--- src/rtl/alu_issue_seq.sv ---
// Instruction sequencer for the 8-bit datapath ALU: fetches operands from a
// 4-entry register file, drives the ALU, writes back, latches flags, resolves branches.
module alu_issue_seq #(
   parameter int DATA_W     = 8,
   parameter int REG_ADDR_W = 2,
   parameter int INSTR_W    = 4 + 2*REG_ADDR_W + DATA_W
) (
   input  logic                  clk,
   input  logic                  rst_n,
   input  logic                  instr_valid,
   output logic                  instr_ready,
   input  logic [INSTR_W-1:0]    instr,
   output logic [DATA_W-1:0]     alu_a,
   output logic [DATA_W-1:0]     alu_b,
   output logic [3:0]            alu_sel,
   input  logic [DATA_W-1:0]     alu_result,
   input  logic                  alu_z,
   input  logic                  alu_n,
   input  logic                  alu_c,
   input  logic                  alu_v,
   output logic [3:0]            flags,
   output logic                  done,
   output logic                  branch_taken,
   output logic [DATA_W-1:0]     branch_target,
   input  logic [REG_ADDR_W-1:0] dbg_sel,
   output logic [DATA_W-1:0]     dbg_data
);

   localparam int NUM_REGS = 2**REG_ADDR_W;

   localparam logic [3:0] OP_INC = 4'h8;
   localparam logic [3:0] OP_CMP = 4'h9;
   localparam logic [3:0] OP_LDI = 4'hA;
   localparam logic [3:0] OP_BR  = 4'hB;

   typedef enum logic [1:0] {IDLE, EXEC, DONE} state_t;

   state_t                  state;
   logic [DATA_W-1:0]       regs [NUM_REGS];
   logic [3:0]              op_q;
   logic [REG_ADDR_W-1:0]   rd_q;
   logic                    br_pol_q;
   logic [DATA_W-1:0]       imm_q;
   logic                    br_cond;

   logic [3:0]              f_op;
   logic [REG_ADDR_W-1:0]   f_rd;
   logic [REG_ADDR_W-1:0]   f_rs;
   logic [DATA_W-1:0]       f_imm;

   assign f_op  = instr[INSTR_W-1 -: 4];
   assign f_rd  = instr[INSTR_W-5 -: REG_ADDR_W];
   assign f_rs  = instr[DATA_W +: REG_ADDR_W];
   assign f_imm = instr[DATA_W-1:0];

   assign instr_ready = (state == IDLE);
   assign dbg_data    = regs[dbg_sel];

   // Branch condition: rd selects one flag bit, Z first (flags is {Z,N,C,V}).
   always_comb begin
      br_cond = 1'b0;
      case (rd_q[1:0])
         2'd0:    br_cond = flags[3];
         2'd1:    br_cond = flags[2];
         2'd2:    br_cond = flags[1];
         default: br_cond = flags[0];
      endcase
   end

   always_ff @(posedge clk or negedge rst_n) begin
      if (!rst_n) begin
         state         <= IDLE;
         for (int unsigned i = 0; i < NUM_REGS; i++) regs[i] <= '0;
         flags         <= '0;
         alu_a         <= '0;
         alu_b         <= '0;
         alu_sel       <= '0;
         done          <= 1'b0;
         branch_taken  <= 1'b0;
         branch_target <= '0;
         op_q          <= '0;
         rd_q          <= '0;
         br_pol_q      <= 1'b0;
         imm_q         <= '0;
      end else begin
         case (state)
            IDLE: begin
               if (instr_valid) begin
                  op_q     <= f_op;
                  rd_q     <= f_rd;
                  br_pol_q <= f_rs[REG_ADDR_W-1];
                  imm_q    <= f_imm;
                  alu_a    <= regs[f_rd];
                  alu_b    <= regs[f_rs];
                  alu_sel  <= (f_op <= OP_CMP) ? f_op : 4'h0;
                  state    <= EXEC;
               end
            end
            EXEC: begin
               if (op_q <= OP_INC) begin
                  regs[rd_q] <= alu_result;
                  flags      <= {alu_z, alu_n, alu_c, alu_v};
               end else if (op_q == OP_CMP) begin
                  flags <= {alu_z, alu_n, alu_c, alu_v};
               end else if (op_q == OP_LDI) begin
                  regs[rd_q] <= imm_q;
               end else if (op_q == OP_BR) begin
                  branch_taken  <= (br_cond == br_pol_q);
                  branch_target <= imm_q;
               end
               done  <= 1'b1;
               state <= DONE;
            end
            DONE: begin
               done          <= 1'b0;
               branch_taken  <= 1'b0;
               branch_target <= '0;
               state         <= IDLE;
            end
            default: state <= IDLE;
         endcase
      end
   end

endmodule
--- config.mk ---
export PLATFORM = sky130hd
export DESIGN_NAME = alu_issue_seq
export DESIGN_NICKNAME = d
export VERILOG_FILES = /design/src/rtl/alu_issue_seq.sv
export SDC_FILE = /design/constraint.sdc
export NUM_CORES = 1
export LEC_CHECK = 0
export ABC_AREA = 1
export CORE_ASPECT_RATIO = 1.75
export CORE_MARGIN = 8
export CORE_UTILIZATION = 50
export CTS_BUF_LIST = sky130_fd_sc_hd__clkbuf_8
export CTS_CLUSTER_DIAMETER = 50
export DETAILED_ROUTE_END_ITERATION = 7
export PLACE_DENSITY = 0.74
export SLEW_MARGIN = 20
export SYNTH_ARGS = -nofsm -noshare
export SYNTH_HDL_FRONTEND = slang
export SYNTH_SLANG_ARGS = --single-unit
export TNS_END_PERCENT = 50
--- constraint.sdc ---
create_clock -name clk -period 2.45 [get_ports clk]
set_input_delay 0.49 -clock clk [delete_from_list [all_inputs] [get_ports clk]]
set_output_delay 0.49 -clock clk [all_outputs]
set_load 0.01 [all_outputs]
==> Changelog: implementation <==
## Flow update

- Combinational power share: 0.477
- Die y size: 136 um
- Clock sinks: 83
- Logic share of the area: 0.341
- # IOs: 76
- Met2 usage: 0.325
- Peak VDD IR: 808 uV
- Final setup viols: 0
- Met3 global-route usage: 0.0462
- Seq share, synth: 0.507
- Most common logic cells in the final layout: nand2_1 (141), dfrtp_1 (83), clkdlybuf4s50_1 (66)
- CP Capture Type: output port
- Total GRT Usage: 0.186
- Fin crit share: 0.973
- Fraction of area in non-clock buffers: 0.169
- Pins Over Slew Limit: 0
- DRC Markers: 0
- Nonclk buf count: 88
- N_diodes: 0
- Status: complete, no violations
- P&R area growth vs syn: 26.1%
- Postcts setup bufs: 0
- Clock power frac: 0.140
- Post-route total power: 6.69 mW
- Mux frac, synth: 0.00824
- Synthesis Warnings: 0
- Pwr/cell area: 1290 nW/um^2
- Port Buffers: 75
- WL met3: 592 um
- First-pass GRT wire length: 17100 um
- WP data required: 1.96 ns
- Power in sequential cells: 2.56 mW
metrics by stage:
step | hold slack (ns) | setup TNS, ns | setup slack (ns) | util | std cells
3_5_place_dp | 0.456 | -1.09 | -0.202 | 0.626 | 631
6_report | 0.0920 | 0 | 0.0672 | 0.649 | 647
5_1_grt | 0.111 | 0 | 0.0104 | 0.649 | 647
2_1_floorplan | 0.194 | 0 | 0.685 | - | 471
3_3_place_gp | 0.462 | -0.852 | -0.119 | 0.626 | 631
4_1_cts | 0.0896 | 0 | 0.0772 | 0.649 | 647
worst paths after layout:
path	start	cells after the start	to	slack, ns
min in group clk	imm_q[3]	2	branch_target[3]	0.48
max reg2reg	state[0]	8	alu_b[6]	0.62
max in group asynchronous	rst_n	2	regs[13]	1.75
min	rst_n	1	branch_target[7]	0.09
max	dbg_sel[0]	7	dbg_data[0]	0.07
min reg2reg	imm_q[3]	2	branch_target[3]	0.48
worst max-delay path, cell delays in order:
cell and delay (ns):
clkdlybuf4s50_1 0.47, inv_1 0.09, buf_12 0.15, o21ai_0 0.20, a21oi_1 0.07, a21oi_1 0.13
dlygate4sd2_1 0.29
synth_stat cells (2+ instances only):
cell      count  area (sq um)
nand2_1     141           529
dfrtp_1      83          2080
o21ai_0      47           235
inv_1        38           143
a21oi_1      37           185
o21ai_2      32           280
nor2_1       17          63.8
o21ai_1      16          80.1
o221ai_1      9          78.8
clkbuf_1      8          30.0
buf_2         5          25.0
buf_6         5          56.3
nand3_1       4          20.0
nand3_4       4          70.1
a31oi_1       3          18.8
ha_1          3          37.5
mux2_2        3          33.8
nand2_2       2          12.5
nand2_4       2          22.5
o31ai_1       2          15.0
or2_2         2          12.5
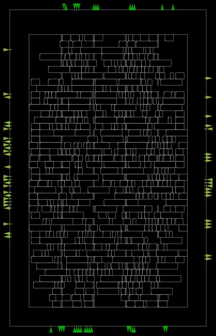
**Above:** placement view.
core area: 7960 sq um
n_taps: 90
flip-flops: 83

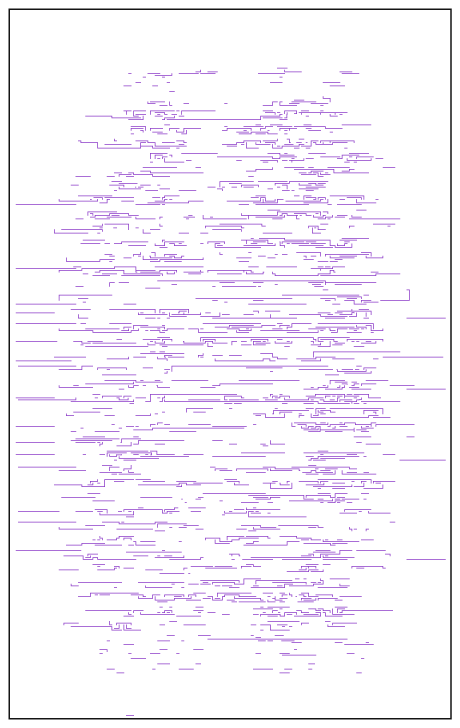
**Above:** the metal 1 layer.
main direction = horizontal
share of all routed wire = 40%
nets with wire on the layer = 539
longest straight run = 32.2 um

No activity file was given, so power comes from the tool's default toggle rates.
